`src/rtl/dmem_stall_ctl.sv`:
```
// dmem_stall_ctl: multi-cycle data-memory access controller for the MEM stage.
// Drives a registered req/ack interface to data memory, stalls the upstream
// pipeline registers while an access is outstanding and bubbles MEM/WB.
// Optional macro DMEM_TIMEOUT_EN adds a BUSY timeout and a sticky ERR state.
module dmem_stall_ctl #(
    parameter int TIMEOUT = 16,
    parameter int CNT_W   = 5
) (
    input  logic        clk,
    input  logic        reset,
    input  logic        mem_read,
    input  logic        mem_write,
    input  logic [31:0] addr_in,
    input  logic [31:0] wdata_in,
    output logic        dmem_req,
    output logic        dmem_we,
    output logic [31:0] dmem_addr,
    output logic [31:0] dmem_wdata,
    input  logic        dmem_ack,
    input  logic [31:0] dmem_rdata,
    output logic [31:0] mem_data_out,
    output logic        stall,
    output logic        mem_wb_bubble,
    output logic        dmem_err
);

`ifdef DMEM_TIMEOUT_EN
    typedef enum logic [1:0] {IDLE, BUSY, DONE, ERR} state_t;
`else
    typedef enum logic [1:0] {IDLE, BUSY, DONE} state_t;
`endif

    localparam logic [CNT_W-1:0] CNT_LAST = CNT_W'(TIMEOUT - 1);

    state_t           state;
    state_t           next_state;
    logic [CNT_W-1:0] wait_cnt;
    logic             access_req;
    logic             timeout_hit;

    assign access_req = mem_read | mem_write;

`ifdef DMEM_TIMEOUT_EN
    logic err_q;

    assign timeout_hit = (wait_cnt == CNT_LAST) && !dmem_ack;
    assign dmem_err    = err_q;

    // Sticky timeout flag, set on the BUSY cycle that exhausts the wait budget
    always_ff @(posedge clk) begin
        if (reset) begin
            err_q <= 1'b0;
        end else if (state == BUSY && timeout_hit) begin
            err_q <= 1'b1;
        end
    end
`else
    assign timeout_hit = 1'b0;
    assign dmem_err    = 1'b0;
`endif

    // State register; reset aborts any outstanding access back to IDLE
    always_ff @(posedge clk) begin
        if (reset) begin
            state <= IDLE;
        end else begin
            state <= next_state;
        end
    end

    // Next-state logic; DONE ignores mem_read/mem_write since they still
    // belong to the instruction that just completed
    always_comb begin
        next_state = state;
        case (state)
            IDLE: begin
                if (access_req) begin
                    next_state = BUSY;
                end
            end
            BUSY: begin
                if (dmem_ack) begin
                    next_state = DONE;
`ifdef DMEM_TIMEOUT_EN
                end else if (timeout_hit) begin
                    next_state = ERR;
`endif
                end
            end
            DONE: begin
                next_state = IDLE;
            end
`ifdef DMEM_TIMEOUT_EN
            ERR: begin
                next_state = ERR;
            end
`endif
            default: begin
                next_state = IDLE;
            end
        endcase
    end

    // Stall/bubble outputs: asserted on the IDLE detect cycle, all of BUSY
    // and forever in ERR; forced low while reset is held
    always_comb begin
        stall = 1'b0;
        if (!reset) begin
            case (state)
                IDLE:    stall = access_req;
                BUSY:    stall = 1'b1;
`ifdef DMEM_TIMEOUT_EN
                ERR:     stall = 1'b1;
`endif
                default: stall = 1'b0;
            endcase
        end
        mem_wb_bubble = stall;
    end

    // Memory interface and load-data registers: capture the access in IDLE,
    // retire it on ack in BUSY, count wait cycles (saturating at the limit)
    always_ff @(posedge clk) begin
        if (reset) begin
            dmem_req     <= 1'b0;
            dmem_we      <= 1'b0;
            dmem_addr    <= '0;
            dmem_wdata   <= '0;
            mem_data_out <= '0;
            wait_cnt     <= '0;
        end else begin
            case (state)
                IDLE: begin
                    if (access_req) begin
                        dmem_req   <= 1'b1;
                        dmem_we    <= mem_write;
                        dmem_addr  <= addr_in;
                        dmem_wdata <= wdata_in;
                        wait_cnt   <= '0;
                    end
                end
                BUSY: begin
                    if (wait_cnt != CNT_LAST) begin
                        wait_cnt <= wait_cnt + CNT_W'(1);
                    end
                    if (dmem_ack) begin
                        dmem_req <= 1'b0;
                        if (!dmem_we) begin
                            mem_data_out <= dmem_rdata;
                        end
                    end else if (timeout_hit) begin
                        dmem_req <= 1'b0;
                    end
                end
                default: begin
                end
            endcase
        end
    end

endmodule
```
`config.mk`:
```
export PLATFORM = sky130hd
export DESIGN_NAME = dmem_stall_ctl
export DESIGN_NICKNAME = d
export VERILOG_FILES = /design/src/rtl/dmem_stall_ctl.sv
export SDC_FILE = /design/constraint.sdc
export NUM_CORES = 1
export LEC_CHECK = 0
export ABC_AREA = 1
export CORE_MARGIN = 1.5
export CORE_UTILIZATION = 25
export CTS_CLUSTER_DIAMETER = 120
export CTS_CLUSTER_SIZE = 10
export DETAILED_ROUTE_END_ITERATION = 8
export PLACE_DENSITY = 0.61
export SETUP_SLACK_MARGIN = 0.5
export SLEW_MARGIN = 20
export SYNTH_ARGS = -nofsm -noshare
export SYNTH_HDL_FRONTEND = slang
export SYNTH_SLANG_ARGS = --single-unit
```
`constraint.sdc`:
```
create_clock -name clk -period 1.1 [get_ports clk]
set_input_delay 0.22 -clock clk [delete_from_list [all_inputs] [get_ports clk]]
set_output_delay 0.22 -clock clk [all_outputs]
set_load 0.005 [all_outputs]
```
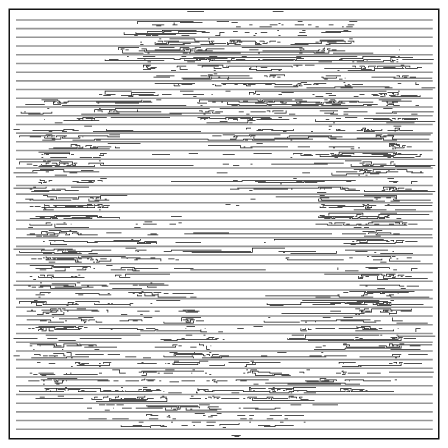
(signal wires on met1)
Supply wires on this layer in gray.
longest straight run: 46.0 um
wire length on this layer: 7020 um
share of all routed wire: 44%
main direction: horizontal
drt total wl: 15770 um
met1 GRT Util: 0.2260

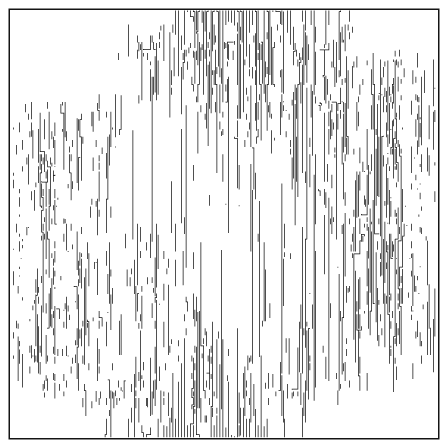
(signal wires on met2)
nets with wire on the layer: 701
share of all routed wire: 47%
Vias: 4457
met2 global-route usage: 0.3054

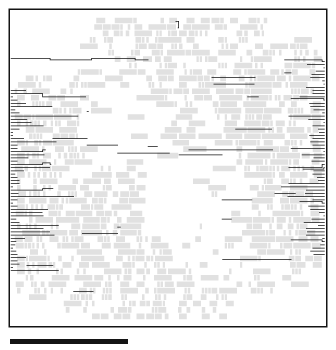
(the metal 3 layer)
Bar = 50 um.
nets with wire on the layer: 130
share of all routed wire: 7.5%
wire length on this layer: 1180 um
main direction: horizontal
longest straight run: 35.4 um
met3 usage: 0.05327

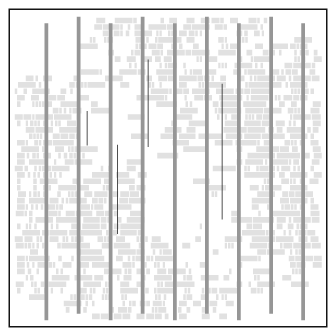
(signal wires on met4)
Supply wires on this layer in gray.
nets with wire on the layer: 2
wire length on this layer: 146 um
main direction: vertical
longest straight run: 57.1 um
share of all routed wire: 0.92%

## sequential cells by signal, indices dropped and copies added, names as in the netlist
| name | cells |
|---|---|
| dmem_addr | 32 |
| dmem_req | 1 |
| dmem_wdata | 32 |
| dmem_we | 1 |
| mem_data_out | 32 |
| state | 2 |
## placed cells by master (no fill, tap or decap)
cell               n
a21oi_2            2
nand3b_1          64
clkinv_4           3
buf_2             35
a21oi_1            1
inv_2              4
clkdlybuf4s15_1    1
nor2_4             3
a21oi_4            1
conb_1             1
buf_12            21
clkdlybuf4s50_1   97
inv_8              1
nor2_1           193
clkinvlp_4         1
buf_16            17
dlygate4sd2_1      1
buf_4             16
inv_1             35
clkbuf_16          9
buf_8              2
dfxtp_4            2
nand2_4            3
dlymetal6s2s_1     1
bufinv_16          1
nand3_1           32
buf_6             74
nand2_1           99
nor2_2             1
inv_12             1
bufbuf_16          3
nand2_2            2
inv_6              1
dfxtp_2           98
nand3_2            1
## final cells by class
cell class,instances,area (um^2),share of cell area
repair buffers,268,3147,0.3983
clock buffers,9,225.2,0.02850
well taps,220,275.3,0.03484
clock inverters,7,83.83,0.01061
inverters,40,162.7,0.02059
flip-flops and latches,100,2132,0.2698
multi-input cells,403,1876,0.2374
## per-stage QoR
step	worst slack, ns	cell area, um^2	total power, mW
2_1_floorplan	0.04122	4300	5.338
3_3_place_gp	-0.7646	6588	6.662
3_5_place_dp	-0.7525	6588	6.673
4_1_cts	-0.3179	7779	10.99
5_1_grt	-0.3650	7901	11.49
6_report	-0.3049	7901	10.94
## path summary, 6_finish.rpt
| kind | from | end | slack (ns) |
|---|---|---|---|
| setup / recovery | state[1] | mem_wb_bubble | -0.30 |
| hold / removal | dmem_ack | state[1] | 0.30 |
| setup reg to reg | state[1] | dmem_addr[5] | -0.27 |
| hold reg to reg | mem_data_out[25] | mem_data_out[25] | 0.46 |
## metal layers
| metal | vias to the layer above | wire length, um | part of all wire | global-route usage |
|---|---|---|---|---|
| met5 | - | 0 | 0 | 0 |
| met3 | 13 | 1179 | 0.075 | 0.05327 |
| li1 | 2278 | - | - | - |
| met1 | 2015 | 7016 | 0.44 | 0.2260 |
| met4 | 0 | 145 | 0.0092 | 0.03986 |
| met2 | 151 | 7431 | 0.47 | 0.3054 |
## worst min-delay path: stages
cell,delay (ns)
dlymetal6s2s_1,0.14
buf_4,0.14
nand3_2,0.07
nor2_1,0.04
## timing repair
action                     CTS  global route
buffers inserted            20             3
gates resized              599            20
hold buffers                 0             0
setup endpoints to repair  200           200
pin swaps                    3            30
cloned                      20             0
## power groups by stage
stage | clock network (mW) | logic, mW | registers [mW]
after floorplan | 0 | 1.08 | 4.26
after global placement | 0 | 2.44 | 4.22
after detailed placement | 0 | 2.44 | 4.23
after CTS | 3.49 | 3.25 | 4.25
after global routing | 3.60 | 3.59 | 4.31
final | 3.37 | 3.30 | 4.26
## cell families after synthesis
logic type,after synthesis,synth area share
simple gates,398,0.4219
compound gates,4,0.004691
buf+inv,81,0.1035
flops,100,0.4691
other cells,1,0.0008787
==> results.py <==
# Generated from Yosys and OpenROAD reports
metrics = {
    "drt": {
        "dr.pass1.iters": 4,
        "ant_nets": 0,
        "detail_route.drc_violations": 0,
        "wl_per_cell_um": 15.06,
    },
    "power": {
        "p_int_mw": 7.836,
        "p_switching_mw": 3.100,
        "p_leak_nw": 3.714,
        "pwr-share-comb": 0.302,
        "peakVddDrop_v": 0.0009349,
        "seqPwrFrac": 0.389,
    },
    "global_route": {
        "grt_max_degree": 34,
        "overflow": 0,
        "grt_pass1_wl_um": 24430,
        "globalRouteTotalUtil": 0.1802,
        "antenna_found_initial": 0,
    },
    "place": {
        "hpwl_um": 8534,
        "port-buffer-count": 200,
        "place_congestion": 0.7517,
    },
    "cts": {
        "path_clk_slew_ns": 0.07,
        "clk_latency_ns": 0.35,
        "cts_made_buffers": 9,
        "cts_root_buf": "clkbuf_16",
        "clockBufferDepth": 2,
        "clock_sink_count": 100,
    },
    "die": {
        "die_y_um": 133.7,
        "dieArea_mm2": 0.01786,
        "die_width_um": 133.7,
        "fp-row-count": 47,
        "io_pins": 202,
        "core_mm2": 0.01664,
    },
    "worst_setup_path": {
        "cpMaxStageDelayCell": "dfxtp_4",
        "endpoint_kind": "primary output",
        "cpPeakStageDelay_ns": 0.36,
        "path_depth": 4,
        "startpoint_type": "register",
        "path_cells": "inv_1, nand2_2, a21oi_4, buf_2",
        "crit_type": "register to primary output",
        "path_buffers": 2,
    },
    "sta": {
        "setup_viol": 99,
        "fin_ws_ns": -0.3049,
        "report.final.slew_viol_count": 0,
        "rsz0062_at_grt": "yes",
        "tns_ns": -18.18,
        "hold_viol_final": 0,
        "fin_skew_ns": 0.008311,
    },
    "synth": {
        "ff_type": "dfxtp_1",
        "ys_area_mm2": 0.004268,
        "common_cells": "194 x nor2_1, 103 x nand2_1, 100 x dfxtp_1, 64 x nand3b_1, 38 x inv_1",
        "edf_count": 0,
        "synth_top_cell_by_count": "nor2_1",
        "yosys.area.top_type": "dfxtp_1",
        "synth_warnings": 0,
        "synth_flops": 100,
        "netlist_area_mm2": 0.004268,
    },
    "final_layout": {
        "fillers": 1641,
        "area_growth_pct": 85.14,
        "finish.cell_count_without_fillers": 1047,
    },
    "outcome": {
        "status": "finished with violations",
        "violations": "setup timing",
    },
    "min_path": {
        "hold_path_class": "input pin to register",
    },
    "run": {
        "warning_count": 29,
    },
}
Power figures rest on the tool's default switching activity, not on a simulated workload.
